Figure 1. Clock nets (run 1).
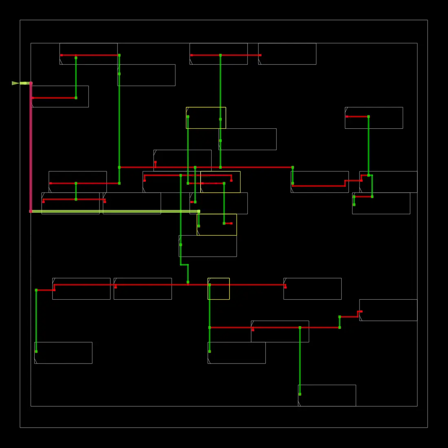
Figure 2. Gate families picked out (run 1).
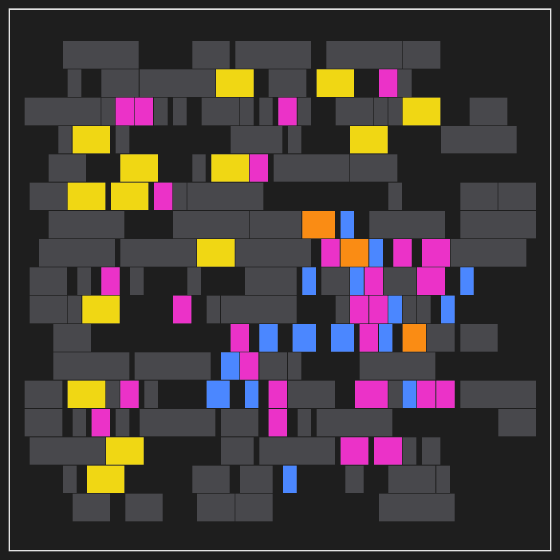
Figure 3. Sequential cells coloured by netlist name (run 1).
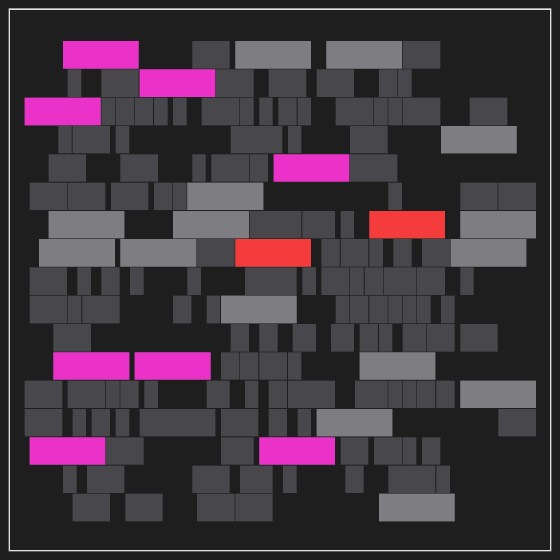
Figure 4. Sizing map (run 1).
The bar under the picture is 20 um long.
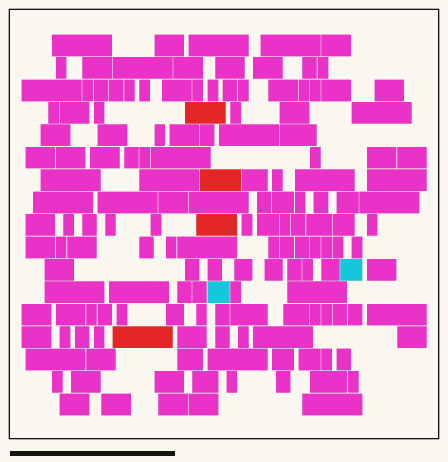
`src/rtl/serial_mag_comp.sv`:
```
// Digit-serial magnitude comparator: scans two W-bit operands MSB digit first,
// DW bits per cycle, with start/busy/done handshake and optional early exit.
//
// state | meaning
// IDLE  | waiting for start; eq/lt/gt hold the last result
// SCAN  | comparing one digit per cycle, busy = 1
module serial_mag_comp #(
  parameter int W          = 8,
  parameter int DW         = 2,
  parameter int EARLY_EXIT = 1
) (
  input  logic         clk,
  input  logic         rst_n,
  input  logic         start,
  input  logic [W-1:0] a,
  input  logic [W-1:0] b,
  input  logic         signed_mode,
  output logic         busy,
  output logic         done,
  output logic         eq,
  output logic         lt,
  output logic         gt
);

  localparam int NDIG = W / DW;
  localparam int CW   = (NDIG > 1) ? $clog2(NDIG) : 1;
  localparam logic [W-1:0] MSB_MASK = {1'b1, {(W-1){1'b0}}};

  if (W < 2 || DW < 1 || (W % DW) != 0) begin : g_param_check
    $error("serial_mag_comp: W must be >= 2 and a multiple of DW");
  end

  typedef enum logic {IDLE, SCAN} state_t;
  typedef enum logic [1:0] {D_EQ, D_GT, D_LT} dec_t;

  state_t          state, state_nx;
  dec_t            dec, dec_nx, dec_now;
  logic [W-1:0]    op_a, op_b, op_a_nx, op_b_nx;
  logic [CW-1:0]   cnt, cnt_nx;
  logic            done_nx, eq_nx, lt_nx, gt_nx;
  logic [DW-1:0]   dig_a, dig_b;

  // Operands are shifted left each cycle, so the current digit is always on top.
  assign dig_a = op_a[W-1 -: DW];
  assign dig_b = op_b[W-1 -: DW];
  assign busy  = (state == SCAN);

  always_ff @(posedge clk) begin
    if (!rst_n) begin
      state <= IDLE;
      dec   <= D_EQ;
      op_a  <= '0;
      op_b  <= '0;
      cnt   <= '0;
      done  <= 1'b0;
      eq    <= 1'b0;
      lt    <= 1'b0;
      gt    <= 1'b0;
    end else begin
      state <= state_nx;
      dec   <= dec_nx;
      op_a  <= op_a_nx;
      op_b  <= op_b_nx;
      cnt   <= cnt_nx;
      done  <= done_nx;
      eq    <= eq_nx;
      lt    <= lt_nx;
      gt    <= gt_nx;
    end
  end

  always_comb begin
    state_nx = state;
    dec_nx   = dec;
    op_a_nx  = op_a;
    op_b_nx  = op_b;
    cnt_nx   = cnt;
    done_nx  = 1'b0;
    eq_nx    = eq;
    lt_nx    = lt;
    gt_nx    = gt;

    // A decided result is sticky; only an undecided scan looks at this digit.
    dec_now = dec;
    if (dec == D_EQ && dig_a != dig_b) begin
      dec_now = (dig_a > dig_b) ? D_GT : D_LT;
    end

    case (state)
      IDLE: begin
        if (start) begin
          state_nx = SCAN;
          // Flipping the sign bit maps two's complement onto offset binary.
          op_a_nx  = signed_mode ? (a ^ MSB_MASK) : a;
          op_b_nx  = signed_mode ? (b ^ MSB_MASK) : b;
          cnt_nx   = CW'(NDIG - 1);
          dec_nx   = D_EQ;
          eq_nx    = 1'b0;
          lt_nx    = 1'b0;
          gt_nx    = 1'b0;
        end
      end
      SCAN: begin
        op_a_nx = op_a << DW;
        op_b_nx = op_b << DW;
        cnt_nx  = cnt - CW'(1);
        dec_nx  = dec_now;
        if (cnt == '0 || (EARLY_EXIT != 0 && dec_now != D_EQ)) begin
          state_nx = IDLE;
          done_nx  = 1'b1;
          eq_nx    = (dec_now == D_EQ);
          gt_nx    = (dec_now == D_GT);
          lt_nx    = (dec_now == D_LT);
        end
      end
      default: state_nx = IDLE;
    endcase
  end

endmodule

```
`config.mk`:
```
export PLATFORM = sky130hd
export DESIGN_NAME = serial_mag_comp
export DESIGN_NICKNAME = d
export VERILOG_FILES = /design/src/rtl/serial_mag_comp.sv
export SDC_FILE = /design/constraint.sdc
export NUM_CORES = 1
export LEC_CHECK = 0
export CORE_UTILIZATION = 45
export CTS_BUF_LIST = sky130_fd_sc_hd__clkbuf_8
export DETAILED_ROUTE_END_ITERATION = 10
export PLACE_DENSITY_LB_ADDON = 0.12
export SYNTH_ARGS = -nofsm -noshare
export SYNTH_HDL_FRONTEND = slang
export SYNTH_SLANG_ARGS = --single-unit
```
`constraint.sdc`:
```
create_clock -name clk -period 2.2 [get_ports clk]
set_clock_uncertainty 0.1 [all_clocks]
set_input_delay 0.33 -clock clk [delete_from_list [all_inputs] [get_ports clk]]
set_output_delay 0.33 -clock clk [all_outputs]
set_load 0.01 [all_outputs]
```
==> PnR_summary.wiki, run 1 <==
== Flow metrics ==
{| class="wikitable"
! Metric !! Value
|-
| Run status || finished clean
|-
| Seq Cell Count || 25
|-
| Layer carrying the most global-route usage || met2
|-
| Via count || 968
|-
| Area of all sequential standard cells || 500 um^2
|-
| Transition time at the pin with the least slew margin || 0.503 ns
|-
| Final Instance Count excl. Fillers || 186
|-
| Sequential fraction of the synthesis area || 0.446
|-
| Detailed router's first-iteration violation count || 17
|-
| Crit path max fanout || 4
|-
| Area-dominant cell class after layout || combinational gates
|-
| Leakage power of the design || a little under 0.6 nW
|-
| Clock buffers created by TritonCTS || 3
|-
| # IOs || 25
|-
| Worst reg2reg startpoint || op_b[7]
|-
| Largest delay share family, worst path || simple AND/OR/NAND/NOR gates
|-
| Filler instances || slightly above 200
|-
| Number of warning messages in the logs || 26
|-
| All-layer global routing usage || 0.179
|-
| Die Span X || 51.9 um
|-
| WL met1 || 1020 um
|-
| Post-synthesis sequential element count || 25
|-
| Post-synthesis xor/xnor area fraction || 0.0156
|-
| Average cell area after synthesis || 8.37 um^2
|-
| Number of antenna violations at the first check in global routing || 0
|-
| Crit start category || flip-flop
|-
| First element of the critical path || op_b[7]
|-
| Multi-Input Combinational || 96
|-
| Worst EP arrival || between 1.5 and 2 ns
|-
| Setup repair after global routing missed its margin || no
|-
| Cell type with the largest total area || sky130_fd_sc_hd__dfxtp_1
|-
| Cell count listed in synth_stat.txt || 134
|-
| Vias in the first global route || roughly 910
|-
| Chip height || 51.9 um
|-
| Adder and majority gate portion of the synthesized area || 0.0335
|-
| Fp_density || 0.493
|-
| Clock network area share || 0.0338
|-
| Top routing layer in use || met4
|-
| GRT met1 Usage || 0.215
|-
| Final Slew Violations || 0
|-
| Antenna diode instance count || 0
|-
| Remaining global-route overflow || 0
|-
| Unique masters post-synth || 24
|-
| Post-route DRC violation count || 0
|-
| Total wire length || about 2100 um
|-
| Area share of the leading cell type in the synthesized netlist || 0.446
|-
| Worst hold slack after final layout || 0.376 ns
|-
| Worst Hold End || lt
|-
| Flop-to-flop setup slack || around 0.53 ns
|-
| Mux area share || 0.125
|-
| Hold Path Cell Cnt || 2
|-
| Type of element capturing the critical path || flip-flop
|-
| Max H-tree Level || 1
|-
| Met2 usage in global routing || 0.318
|-
| Startpoint of the most critical hold path || lt
|-
| Critical path's largest stage delay || 0.41 ns
|-
| Clock buffer count in the final layout || 3
|-
| GR Util met3 || 0.0263
|-
| DP Wirelength || 1530 um
|-
| First-pass GRT wire length || 3640 um
|-
| Fraction of area in multi-input gates || 0.391
|-
| P&R area growth vs syn || 28.7%
|-
| Final cycle utilization of the critical path || 0.761
|-
| Final estimated routing congestion in global placement || approximately 0.77
|-
| Dominant non-sequential cell family after synthesis || simple AND/OR/NAND/NOR gates
|-
| Reg2reg path depth || 6
|-
| Chip Footprint || 2690 um^2
|-
| Cell chosen for the clock root || sky130_fd_sc_hd__clkbuf_8
|-
| Layout non-clock buf frac || 0.186
|-
| Crit Reg-Reg Endpoint || eq
|-
| Total Negative Setup Slacks || 0 ns
|-
| Number of instances in the synthesized netlist || 134
|-
| Crit path kind || reg2reg
|-
| Number of detailed-routing iterations run before antenna repair || 4
|-
| Wire length per cell || 11.5 um
|-
| Area inside the core boundary || between 2000 and 2500 um^2
|-
| Required time reported for the critical path endpoint || between 2 and 2.5 ns
|-
| Total number of nets in the final design || 182
|-
| PnR Total Power || 0.977 mW
|-
| Synthesis Warnings || 0
|-
| Most common library cell in the layout ignoring fill and taps || sky130_fd_sc_hd__nor2_1
|-
| Largest net degree at the start of global routing || 35
|-
| Met2 layer wire length in the routed design || 1050 um
|-
| Synth Net Count || 157
|-
| VDD IR-drop max || 0.451 mV
|-
| Post CTS Setup Buffer Count || 0
|-
| Post-synthesis compound-gate area fraction || 0.140
|-
| Maximum clock frequency || 597 MHz
|-
| Wire length on met3 || about 55 um
|-
| Final antenna-violating net count || 0
|-
| WP depth || 6
|-
| Count of max-cap constraint violations || 0
|-
| Minimum setup slack after placement || 0.481 ns
|-
| Commonest cells after routing, fill and taps aside || sky130_fd_sc_hd__nor2_1, sky130_fd_sc_hd__dfxtp_1, sky130_fd_sc_hd__clkdlybuf4s50_1
|-
| Clock Path Buffers || 2
|-
| Number of cells upsized or downsized after cts || 0
|-
| Number of failing setup endpoints in the final timing report || 0
|-
| CP Cell Sequence || inv_1, ha_1, nand2_1, nor4b_1, o21ai_0, a21oi_1
|-
| Slowest stage cell, crit path || sky130_fd_sc_hd__nor4b_1
|-
| Post-synthesis share of cell area spent on and, or, nand and nor gates || 0.190
|-
| Chip area in the Yosys report || ~1100 um^2
|-
| Number of instances in the placed design || 182
|-
| Post-synth design cell area || 1120 um^2
|-
| Total of hold buffers inserted after clock tree synthesis || 0
|-
| Floorplan row count || 17
|-
| Buffers added on ports || 24
|-
| Power per cell area || 677 nW/um^2
|-
| Synth area leaders || sky130_fd_sc_hd__dfxtp_1, sky130_fd_sc_hd__mux2i_1, sky130_fd_sc_hd__nor2_1
|-
| Inverters || 7
|-
| Biggest regs || op_a (8), op_b (8)
|-
| Post-route minimum period || 1.67 ns
|-
| Via density per instance || 5.20
|-
| Clock-pin transition on the worst setup and hold timing paths || ~0.090 ns
|-
| Clock latency on the worst-skew pair || 0.27 ns
|-
| Tap cells || 28
|-
| Clock tree from TritonCTS || yes
|-
| Path category of the worst min-delay check || reg2reg
|-
| Number of failing hold endpoints at the final stage || 0
|-
| Proportion of layout cells with a drive suffix above 1 || 0.0380
|-
| Buffer and inverter count on the worst path || 1
|-
| Combined area of the multi-input logic cells || 564 um^2
|-
| Termination of the worst setup path || eq
|-
| Rel. slew slack || 0.665
|}
Notes on Figure 1 above:
clock network power consumption: 0.279 mW
clk sinks: 25

Notes on Figure 2 above:
Key: orange = and/or cells [cells 3]; blue = nand cells [cells 16, most used nand2_1]; yellow = mux cells [cells 14, most used mux2i_1]; magenta = aoi and oai cells [cells 27, most used a21oi_1]

Notes on Figure 3 above:
Key: magenta = `op_a` [flops 8]; red = `dec` [flops 2]
Seq. pwr: 0.502 mW
sequential fraction of total cell area: 0.347

Notes on Figure 4 above:
Key: red = x6 and larger [cells 4, share 2.5%, most used clkbuf_8]; cyan = x3 and x4 [cells 2, share 1.3%]; magenta = x1 and smaller [cells 152, share 96%, most used nor2_1]
Final Instance Area: 1440 um^2
non-clock buffer total of the final layout: 26
post-route setup slack: 0.525 ns

## run 1: through the flow
step	utilization	cell area, um^2
2_1_floorplan	-	1120
3_3_place_gp	0.612	1390
3_5_place_dp	0.612	1390
4_1_cts	0.634	1440
5_1_grt	0.634	1440
6_report	0.634	1440
## run 1: cell usage after synthesis
master                      count
sky130_fd_sc_hd__or3b_1         1
sky130_fd_sc_hd__a21o_1         1
sky130_fd_sc_hd__nand3_1        2
sky130_fd_sc_hd__nand4_1        1
sky130_fd_sc_hd__buf_2          3
sky130_fd_sc_hd__mux2i_1       14
sky130_fd_sc_hd__nand2b_1       2
sky130_fd_sc_hd__ha_1           3
sky130_fd_sc_hd__o21ai_0        6
sky130_fd_sc_hd__xnor2_1        2
sky130_fd_sc_hd__nor4b_1        1
sky130_fd_sc_hd__clkbuf_1       2
sky130_fd_sc_hd__dfxtp_1       25
sky130_fd_sc_hd__or3_1          1
sky130_fd_sc_hd__o2bb2ai_1      1
sky130_fd_sc_hd__nor2_1        27
sky130_fd_sc_hd__nand2_1       11
sky130_fd_sc_hd__buf_4          1
sky130_fd_sc_hd__o31ai_1        2
sky130_fd_sc_hd__a21oi_1       16
sky130_fd_sc_hd__inv_1          7
sky130_fd_sc_hd__or4_1          1
sky130_fd_sc_hd__nor3_1         2
sky130_fd_sc_hd__a211oi_1       2
## run 1: power by group
| part | leakage, nW | total (mW) | internal, mW | switching [mW] |
|---|---|---|---|---|
| Combinational | 0.363 | 0.196 | 0.101 | 0.0955 |
| Sequential | 0.205 | 0.502 | 0.484 | 0.0176 |
| Clock | 0.0217 | 0.279 | 0.128 | 0.151 |
| Total | 0.590 | 0.977 | 0.713 | 0.264 |
Figure 5. Routed clock nets over the placement (run 1).
The bar under the picture is 20 um long.
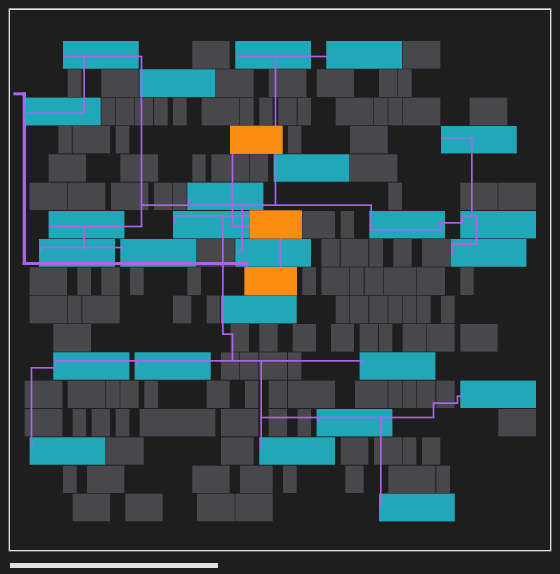

==> run 2: changes to the inputs <==
==> constraint.sdc (replaced) <==
create_clock -name clk -period 1.4 [get_ports clk]
set_clock_uncertainty 0.1 [all_clocks]
set_input_delay 0.21 -clock clk [delete_from_list [all_inputs] [get_ports clk]]
set_output_delay 0.21 -clock clk [all_outputs]
set_load 0.01 [all_outputs]
Figure 6. Routed clock nets over the placement (run 2).
The bar under the picture is 20 um long.
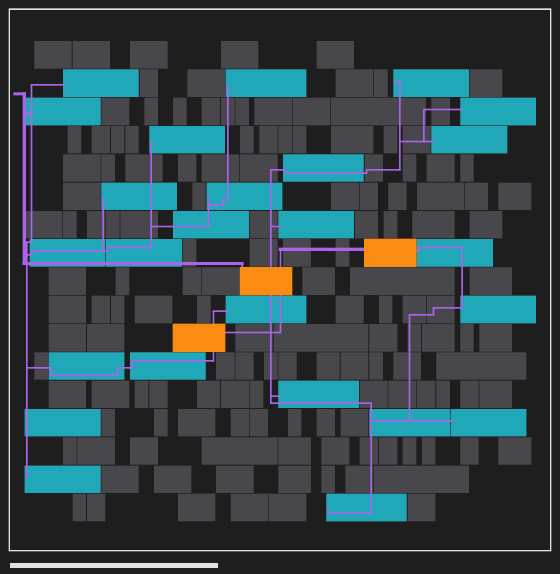
Key: purple = clock wires [length 305 um]; cyan = flip-flops [count 25]; orange = clock-net drivers [count 3]
Position of the flops: spread over the die. There are 4 routed clock nets.

Figure 7. Gate families picked out (run 2).
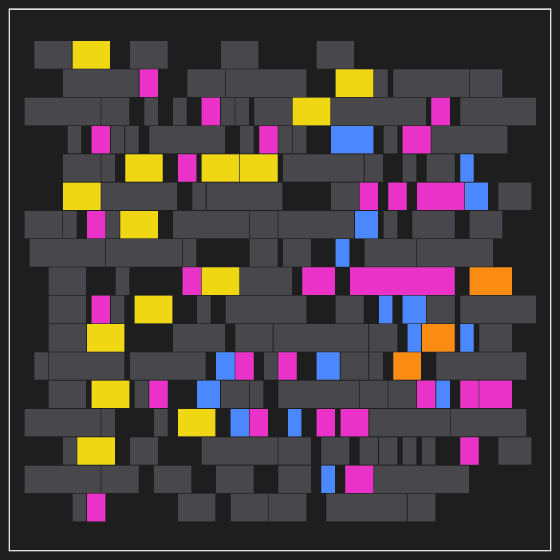
Key: yellow = mux cells [cells 14, most used mux2i_1]; magenta = aoi and oai cells [cells 27, most used a21oi_1]; orange = and/or cells [cells 3]; blue = nand cells [cells 16, most used nand2_1]

==> PnR_summary.wiki, run 2 <==
== Flow metrics ==
{| class="wikitable"
! Metric !! Value
|-
| Post-route DRC violation count || 0 (unchanged)
|-
| Combinational Power || 0.435 mW (+120%)
|-
| Number of detailed-routing iterations run before antenna repair || 4 (unchanged)
|-
| Crit path max fanout || 3 (-1)
|-
| Group with the largest share of power || sequential cells
|-
| Number of antenna violations at the first check in global routing || 0 (unchanged)
|-
| Clk sinks || 25 (unchanged)
|-
| Via count || 1036 (+7.0%)
|-
| Post-synth design cell area || 1120 um^2 (unchanged)
|-
| WP depth || 6 (unchanged)
|-
| Sequential power share || 0.481 (-0.033)
|-
| All-layer global routing usage || 0.208 (+0.0283)
|-
| Vias in the first global route || 1001 (+10%)
|-
| Area inside the core boundary || 2280 um^2 (unchanged)
|-
| Fp_density || 0.493 (unchanged)
|-
| DP Wirelength || 1740 um (+14%)
|-
| Leakage power of the design || 0.700 nW (+19%)
|-
| Slowest stage cell, crit path || sky130_fd_sc_hd__or4_1
|-
| Final antenna-violating net count || 0 (unchanged)
|-
| Cell internal power dissipation || 1.20 mW (+68%)
|-
| Hold Path Cell Cnt || 2 (unchanged)
|-
| Number of synthesized flops with an enable pin || 0 (unchanged)
|-
| First element of the critical path || op_b[7]
|-
| Area of all sequential standard cells || 508 um^2 (+1.5%)
|-
| Total of hold buffers inserted after clock tree synthesis || 0 (unchanged)
|-
| Chip Footprint || 2690 um^2 (unchanged)
|-
| Rel. slew slack || 0.804 (+0.139)
|-
| Most instantiated flip-flop cell in the synthesis netlist || sky130_fd_sc_hd__dfxtp_1
|-
| Number of failing setup endpoints in the final timing report || 2 (+2)
|-
| Combined area of the multi-input logic cells || 673 um^2 (+19%)
|-
| Total wire length || 2420 um (+13%)
|-
| Commonest cells after routing, fill and taps aside || sky130_fd_sc_hd__nor2_1, sky130_fd_sc_hd__dfxtp_1, sky130_fd_sc_hd__clkdlybuf4s50_1
|-
| Worst Hold End || gt
|-
| Combinational Power Share || 0.262 (+0.061)
|-
| Final Slew Violations || 0 (unchanged)
|-
| Max H-tree Level || 1 (unchanged)
|-
| Run status || finished, violations left
|-
| Biggest regs || op_a (8), op_b (8)
|-
| Post-route setup slack || -0.168 ns (-0.694 ns)
|-
| Clock tree from TritonCTS || yes
|-
| Post-synthesis sequential element count || 25 (unchanged)
|-
| Via density per instance || 5.18 (-0.47%)
|-
| Reg2reg path depth || 6 (unchanged)
|-
| Proportion of power drawn by the clock network || 0.257 (-0.029)
|-
| Chip area in the Yosys report || 1120 um^2 (unchanged)
|-
| Post-route minimum period || 1.57 ns (-0.106 ns)
|-
| Buffers added on ports || 24 (unchanged)
|-
| Number of warning messages in the logs || 29 (+12%)
|-
| Number of instances in the placed design || 194 (+6.6%)
|-
| VDD IR-drop max || 0.755 mV (+67%)
|-
| Clock Path Buffers || 2 (unchanged)
|-
| Type of element capturing the critical path || flip-flop
|-
| Seq. pwr || 0.799 mW (+59%)
|-
| Most common library cell in the layout ignoring fill and taps || sky130_fd_sc_hd__nor2_1
|-
| Number of failing hold endpoints at the final stage || 0 (unchanged)
|-
| Final cycle utilization of the critical path || 1.12 (+0.359)
|-
| Filler instances || 186 (-9.7%)
|-
| Antenna diode instance count || 0 (unchanged)
|-
| Transition time at the pin with the least slew margin || 0.293 ns (-0.209 ns)
|-
| Cell chosen for the clock root || sky130_fd_sc_hd__clkbuf_8
|-
| Largest net degree at the start of global routing || 22 (-37%)
|-
| Total number of nets in the final design || 196 (+7.7%)
|-
| Proportion of layout cells with a drive suffix above 1 || 0.250 (+0.212)
|-
| Required time reported for the critical path endpoint || 1.50 ns (-0.80 ns)
|-
| Clock latency on the worst-skew pair || 0.27 ns (about the same)
|-
| Final Instance Count excl. Fillers || 200 (+7.5%)
|-
| Flop-to-flop setup slack || -0.17 ns (-0.69 ns)
|-
| Cell type with the largest total area || sky130_fd_sc_hd__dfxtp_1
|-
| Maximum clock frequency || 638 MHz (+6.8%)
|-
| P&R area growth vs syn || 47.7%
|-
| Remaining global-route overflow || 0 (unchanged)
|-
| Number of instances in the synthesized netlist || 134 (unchanged)
|-
| Power per cell area || 1000 nW/um^2 (+48%)
|-
| Fraction of registers with async set/reset || 0 (unchanged)
|-
| Critical path's largest stage delay || 0.49 ns (+0.08 ns)
|-
| Clock-pin transition on the worst setup and hold timing paths || 0.09 ns (about the same)
|-
| Wire length per cell || 12.1 um (+5.2%)
|-
| Synth area leaders || sky130_fd_sc_hd__dfxtp_1, sky130_fd_sc_hd__mux2i_1, sky130_fd_sc_hd__nor2_1
|-
| Average cell area after synthesis || 8.37 um^2 (unchanged)
|-
| Crit path kind || reg2reg
|-
| CP Cell Sequence || inv_2, ha_4, nand2_4, nand2_2, or4_1, a21oi_1
|-
| Startpoint of the most critical hold path || gt
|-
| First-pass GRT wire length || 4150 um (+14%)
|-
| Crit Reg-Reg Endpoint || dec[1]
|-
| Worst EP arrival || 1.67 ns (-0.10 ns)
|-
| Fraction of power spent switching nets || 0.278 (+0.00769)
|-
| Most common cell in the synthesized netlist || sky130_fd_sc_hd__nor2_1
|-
| Unique masters post-synth || 24 (unchanged)
|-
| Sequential fraction of the synthesis area || 0.446 (unchanged)
|-
| Path category of the worst min-delay check || reg2reg
|-
| Area share of the leading cell type in the synthesized netlist || 0.446 (unchanged)
|-
| Largest delay share family, worst path || simple AND/OR/NAND/NOR gates
|-
| Setup repair after global routing missed its margin || yes
|-
| Die Span X || 51.9 um (unchanged)
|-
| Synthesis Warnings || 0 (unchanged)
|-
| Most used standard cells in the synthesized netlist || sky130_fd_sc_hd__nor2_1, sky130_fd_sc_hd__dfxtp_1, sky130_fd_sc_hd__a21oi_1
|-
| Floorplan row count || 17 (unchanged)
|-
| Worst reg2reg startpoint || op_b[7]
|-
| Post-layout utilization of the core || 0.727 (+0.0935)
|-
| Buffer and inverter count on the worst path || 1 (unchanged)
|-
| Termination of the worst setup path || dec[1]
|-
| Synth Net Count || 157 (unchanged)
|-
| Crit start category || flip-flop
|-
| Count of max-cap constraint violations || 0 (unchanged)
|-
| Final estimated routing congestion in global placement || 0.781 (+1.8%)
|-
| # IOs || 25 (unchanged)
|-
| Violations in the final reports || negative setup slack
|-
| Detailed router's first-iteration violation count || 13 (-4)
|-
| Switch Pwr || 0.462 mW (+75%)
|-
| Chip height || 51.9 um (unchanged)
|-
| Cell count listed in synth_stat.txt || 134 (unchanged)
|}
Figure 8. Clock nets (run 2).
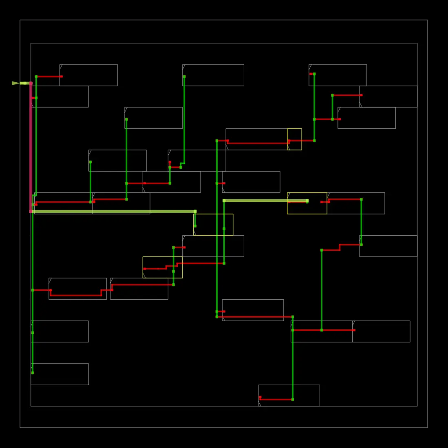
clock buffers created by TritonCTS: 3
Seq Cell Count: 25
clock network power consumption: 0.427 mW

==> run 2: cell counts after synthesis <==
Identical to the previous run, type by type.
==> run 2: tightest hold or removal path, cell delays in order (launching register included) <==
cell,delay [ns]
sky130_fd_sc_hd__dfxtp_1,0.34
sky130_fd_sc_hd__nand2_1,0.06
sky130_fd_sc_hd__o31ai_1,0.05
==> run 2: cells by family after synthesis <==
kind of cell    share of synthesized area
mux                                 0.125
flops                               0.446
buf+inv                            0.0502
simple gates                        0.190
xor+xnor                           0.0156
compound gates                      0.140
fa+ha+maj                          0.0335
==> run 2: layer usage <==
layer	track usage	part of all wire
met1	0.231	0.44
met2	0.385	0.53
met3	0.0439	0.028
met4	0.0676	0.0066
met5	0	0
==> run 2: timing repair <==
item	4_1_cts	5_1_grt
cloned	0	0
gates resized	13	12
setup buffers	1	1
pin swaps	3	8
endpoints found under the setup margin	11	7
==> run 2: final cells by class <==
type                       count  share of cell area
clock buffer                   3              0.0249
clock inverter                 1             0.00302
inverter                       7              0.0159
multi-input combinational     96               0.407
sequential                    25               0.307
tap                           28              0.0212
timing repair buffer          40               0.221
==> run 2: through the flow <==
stage                     setup WS, ns  instance area, um^2  setup TNS [ns]  hold slack (ns)  power, mW
after floorplan                -0.0227                 1160         -0.0227            0.252       1.02
after global placement          -0.127                 1520           -1.49            0.336       1.17
after detailed placement        -0.143                 1520           -2.05            0.356       1.19
after CTS                       -0.120                 1600          -0.210            0.369       1.63
after global routing            -0.195                 1660          -0.514            0.404       1.75
final                           -0.168                 1660          -0.244            0.371       1.66
Figure 9. Sequential cells coloured by netlist name (run 2).
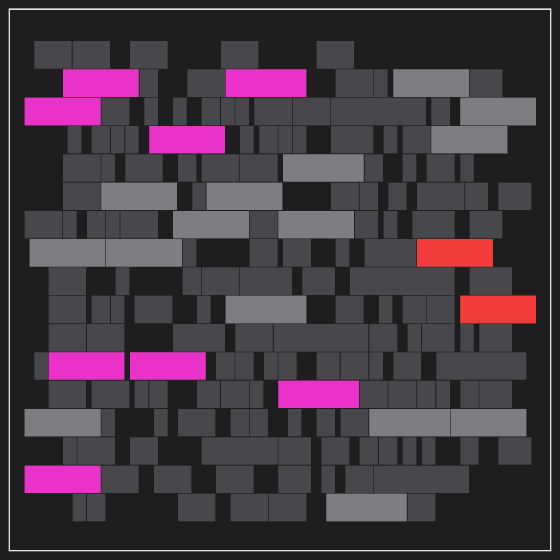

==> run 3: changes to the inputs <==
--- a/config.mk
+++ b/config.mk
@@ -5,7 +5,7 @@
 export SDC_FILE = /design/constraint.sdc
 export NUM_CORES = 1
 export LEC_CHECK = 0
-export CORE_UTILIZATION = 45
+export CORE_UTILIZATION = 26
 export CTS_BUF_LIST = sky130_fd_sc_hd__clkbuf_8
 export DETAILED_ROUTE_END_ITERATION = 10
 export PLACE_DENSITY_LB_ADDON = 0.12
Figure 10. Sequential cells coloured by netlist name (run 3).
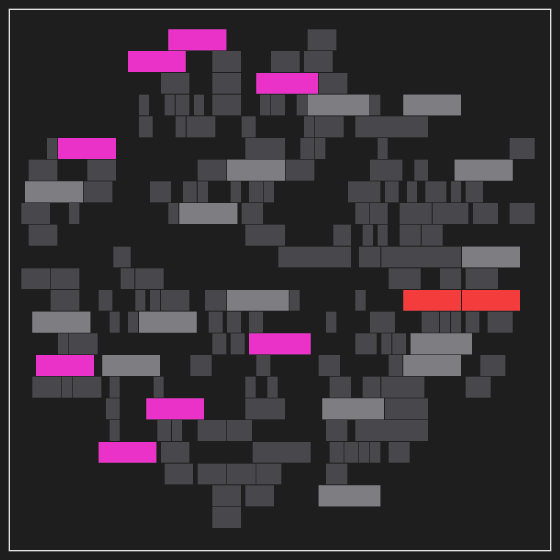
Key: magenta = `op_a` [flops 8]; red = `dec` [flops 2]
Another 15 sequential cells are not coloured.
Seq. pwr: 0.800 mW
sequential fraction of total cell area: 0.305

Figure 11. Clock nets (run 3).
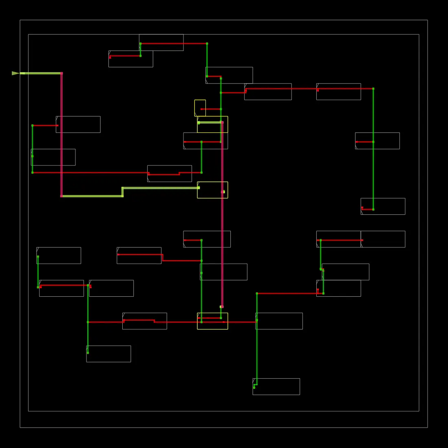
clock network power consumption: 0.436 mW
clock latency on the worst-skew pair: 0.27 ns

==> PnR_summary.wiki, run 3 <==
== Flow metrics ==
{| class="wikitable"
! Metric !! Value
|-
| Power per cell area || 997 nW/um^2 (-0.65%)
|-
| Antenna diode instance count || 0 (unchanged)
|-
| Buffers added on ports || 24 (unchanged)
|-
| Chip area in the Yosys report || 1120 um^2 (unchanged)
|-
| Wire length per cell || 11.9 um (-1.7%)
|-
| Area inside the core boundary || 4060 um^2 (+78%)
|-
| Synth area leaders || sky130_fd_sc_hd__dfxtp_1, sky130_fd_sc_hd__mux2i_1, sky130_fd_sc_hd__nor2_1
|-
| Detailed router's first-iteration violation count || 51 (+38)
|-
| Most common library cell in the layout ignoring fill and taps || sky130_fd_sc_hd__nor2_1
|-
| Violations in the final reports || negative setup slack
|-
| Final cycle utilization of the critical path || 1.07 (-0.0463)
|-
| Final estimated routing congestion in global placement || 0.787 (+0.79%)
|-
| Transition time at the pin with the least slew margin || 0.306 ns (+0.0127 ns)
|-
| Chip height || 67.7 um (+30%)
|-
| Type of element capturing the critical path || flip-flop
|-
| Largest net degree at the start of global routing || 21 (-4.5%)
|-
| Sequential power share || 0.481 (about the same)
|-
| Post-synthesis xor/xnor area fraction || 0.0156 (unchanged)
|-
| Number of failing hold endpoints at the final stage || 0 (unchanged)
|-
| Commonest cells after routing, fill and taps aside || sky130_fd_sc_hd__nor2_1, sky130_fd_sc_hd__clkdlybuf4s50_1, sky130_fd_sc_hd__dfxtp_1
|-
| Combinational Power || 0.429 mW (-1%)
|-
| Floorplan row count || 23 (+6)
|-
| Crit path kind || reg2reg
|-
| Biggest regs || op_a (8), op_b (8)
|-
| Proportion of power drawn by the clock network || 0.262 (+0.005)
|-
| Via density per instance || 4.63 (-11%)
|-
| Fraction of power spent switching nets || 0.280 (+0.00251)
|-
| Post-synthesis share of cell area spent on and, or, nand and nor gates || 0.190 (unchanged)
|-
| Path category of the worst min-delay check || reg2reg
|-
| Clock buffers created by TritonCTS || 3 (unchanged)
|-
| Number of warning messages in the logs || 29 (unchanged)
|-
| Most used standard cells in the synthesized netlist || sky130_fd_sc_hd__nor2_1, sky130_fd_sc_hd__dfxtp_1, sky130_fd_sc_hd__a21oi_1
|-
| Area share of the leading cell type in the synthesized netlist || 0.446 (unchanged)
|-
| Required time reported for the critical path endpoint || 1.51 ns (about the same)
|-
| Clock-pin transition on the worst setup and hold timing paths || 0.09 ns (about the same)
|-
| Number of failing setup endpoints in the final timing report || 4 (+2)
|-
| Number of synthesized flops with an enable pin || 0 (unchanged)
|-
| Cell type with the largest total area || sky130_fd_sc_hd__dfxtp_1
|-
| Max H-tree Level || 1 (unchanged)
|-
| Clk sinks || 25 (unchanged)
|-
| Total Negative Setup Slacks || -0.246 ns (-0.00137 ns)
|-
| Clock tree from TritonCTS || yes
|-
| Setup repair after global routing missed its margin || yes
|-
| P&R area growth vs syn || 48.9%
|-
| Unique masters post-synth || 24 (unchanged)
|-
| Fp_density || 0.276 (-0.216)
|-
| Die Span X || 67.7 um (+30%)
|-
| Reg2reg path depth || 6 (unchanged)
|-
| Mux area share || 0.125 (unchanged)
|-
| Synthesis Warnings || 0 (unchanged)
|-
| Synth Net Count || 157 (unchanged)
|-
| Fraction of registers with async set/reset || 0 (unchanged)
|-
| Worst EP arrival || 1.61 ns (-0.06 ns)
|-
| Rel. slew slack || 0.795 (-0.00882)
|-
| Most common cell in the synthesized netlist || sky130_fd_sc_hd__nor2_1
|-
| Post-route DRC violation count || 0 (unchanged)
|-
| Cell count listed in synth_stat.txt || 134 (unchanged)
|-
| WL met1 || 1250 um (+19%)
|-
| Met2 layer wire length in the routed design || 1230 um (-3.8%)
|-
| Post-route minimum period || 1.50 ns (-0.0649 ns)
|-
| Number of antenna violations at the first check in global routing || 0 (unchanged)
|-
| Sequential fraction of the synthesis area || 0.446 (unchanged)
|-
| Crit path max fanout || 4 (+1)
|-
| Total number of nets in the final design || 193 (-1.5%)
|-
| Most instantiated flip-flop cell in the synthesis netlist || sky130_fd_sc_hd__dfxtp_1
|-
| Combinational Power Share || 0.258 (-0.004)
|-
| Via count || 1013 (-2.2%)
|-
| Critical path's largest stage delay || 0.47 ns (-0.02 ns)
|-
| DP Wirelength || 1830 um (+4.9%)
|-
| Minimum setup slack after placement || -0.137 ns (+0.00535 ns)
|-
| First-pass GRT wire length || 4380 um (+5.5%)
|-
| Placed cell area || 1530 um^2 (+0.82%)
|-
| Chip Footprint || 4580 um^2 (+70%)
|-
| Hold Path Cell Cnt || 2 (unchanged)
|-
| Group with the largest share of power || sequential cells
|-
| Post-layout utilization of the core || 0.411 (-0.316)
|-
| Final Instance Area || 1670 um^2 (+0.83%)
|-
| Number of instances in the synthesized netlist || 134 (unchanged)
|-
| Maximum clock frequency || 665 MHz (+4.3%)
|-
| Leakage power of the design || 0.689 nW (-1.6%)
|-
| PnR Total Power || 1.66 mW (+0.17%)
|-
| Dominant non-sequential cell family after synthesis || simple AND/OR/NAND/NOR gates
|-
| Total wire length || 2600 um (+7.7%)
|-
| Vias in the first global route || 994 (-0.70%)
|-
| Post-route setup slack || -0.103 ns (+0.0649 ns)
|-
| Total of hold buffers inserted after clock tree synthesis || 0 (unchanged)
|-
| Post-synthesis compound-gate area fraction || 0.140 (unchanged)
|-
| Final antenna-violating net count || 0 (unchanged)
|-
| Proportion of layout cells with a drive suffix above 1 || 0.254 (+0.00444)
|-
| Run status || finished, violations left
|-
| Top routing layer in use || met4
|-
| Post-synth design cell area || 1120 um^2 (unchanged)
|-
| CP Cell Sequence || inv_2, ha_4, nand2_4, nand2_2, or4_1, a21oi_1
|-
| Post-synthesis sequential element count || 25 (unchanged)
|-
| VDD IR-drop max || 0.331 mV (-56%)
|-
| Clock Path Buffers || 2 (unchanged)
|-
| Number of detailed-routing iterations run before antenna repair || 4 (unchanged)
|-
| Final Slew Violations || 0 (unchanged)
|-
| Count of max-cap constraint violations || 0 (unchanged)
|-
| Cell chosen for the clock root || sky130_fd_sc_hd__clkbuf_8
|-
| Cell internal power dissipation || 1.20 mW (-0.17%)
|-
| Slowest stage cell, crit path || sky130_fd_sc_hd__or4_1
|}
Figure 12. Sizing map (run 3).
The bar under the picture is 20 um long.
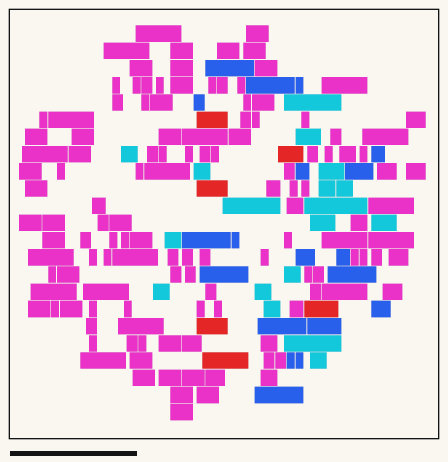
Key: red = x6 and larger [cells 6, share 3.6%, most used clkbuf_8]; cyan = x3 and x4 [cells 18, share 11%, most used buf_4]; magenta = x1 and smaller [cells 126, share 75%, most used nor2_1]; blue = x2 [cells 19, share 11%, most used dfxtp_2]

[run 3: cell counts after synthesis]
No cell type changed its count.
[run 3: timing repair]
action | CTS | global route
gates resized | 11 | 17
setup buffers | 1 | 0
endpoints found under the setup margin | 11 | 9
pin swaps | 3 | 5
[run 3: logic make-up after synthesis]
group | count (synthesis)
muxes | 14
adders and majority gates | 3
AOI/OAI and AO/OA | 28
xor gates and xnor gates | 2
buffers and inverters | 13
DFF | 25
and+or+nand+nor | 49
[run 3: worst max-delay path, delay by kind of cell (launching register included)]
family | cells | cell delay [ns]
AOI/OAI and AO/OA | 1 | 0.13
adders and majority gates | 1 | 0.23
DFF | 1 | 0.34
and+or+nand+nor | 3 | 0.61
buffers and inverters | 1 | 0.04
[run 3: worst paths after layout]
| check | start | endpoint | slack, ns |
|---|---|---|---|
| setup / recovery | op_b[7] | dec[1] | -0.10 |
| hold reg to reg | op_b[5] | op_b[7] | 0.37 |
| hold / removal | op_b[5] | op_b[7] | 0.37 |
| setup reg to reg | op_b[7] | dec[1] | -0.10 |
[run 3: per-layer routing]
layer  track usage  vias to the layer above
met2         0.218                       16
met3        0.0203                        5
li1              -                      523
met1         0.159                      469
met5             0                        -
met4        0.0638                        0
[run 3: area by class of cell]
| cell class | count | area, um^2 | share of cell area |
|---|---|---|---|
| clock buffer | 3 | 41.3 | 0.0247 |
| clock inverter | 1 | 5.00 | 0.00300 |
| inverter | 7 | 26.3 | 0.0157 |
| multi-input combinational | 96 | 669 | 0.401 |
| sequential | 25 | 509 | 0.305 |
| tap | 50 | 62.6 | 0.0375 |
| timing repair buffer | 37 | 355 | 0.213 |
[run 3: stage by stage]
step           hold slack, ns  cells
3_3_place_gp            0.341    214
4_1_cts                 0.369    219
6_report                0.370    219
3_5_place_dp            0.355    214
5_1_grt                 0.393    219
2_1_floorplan           0.252    134
Power figures rest on the tool's default switching activity, not on a simulated workload.
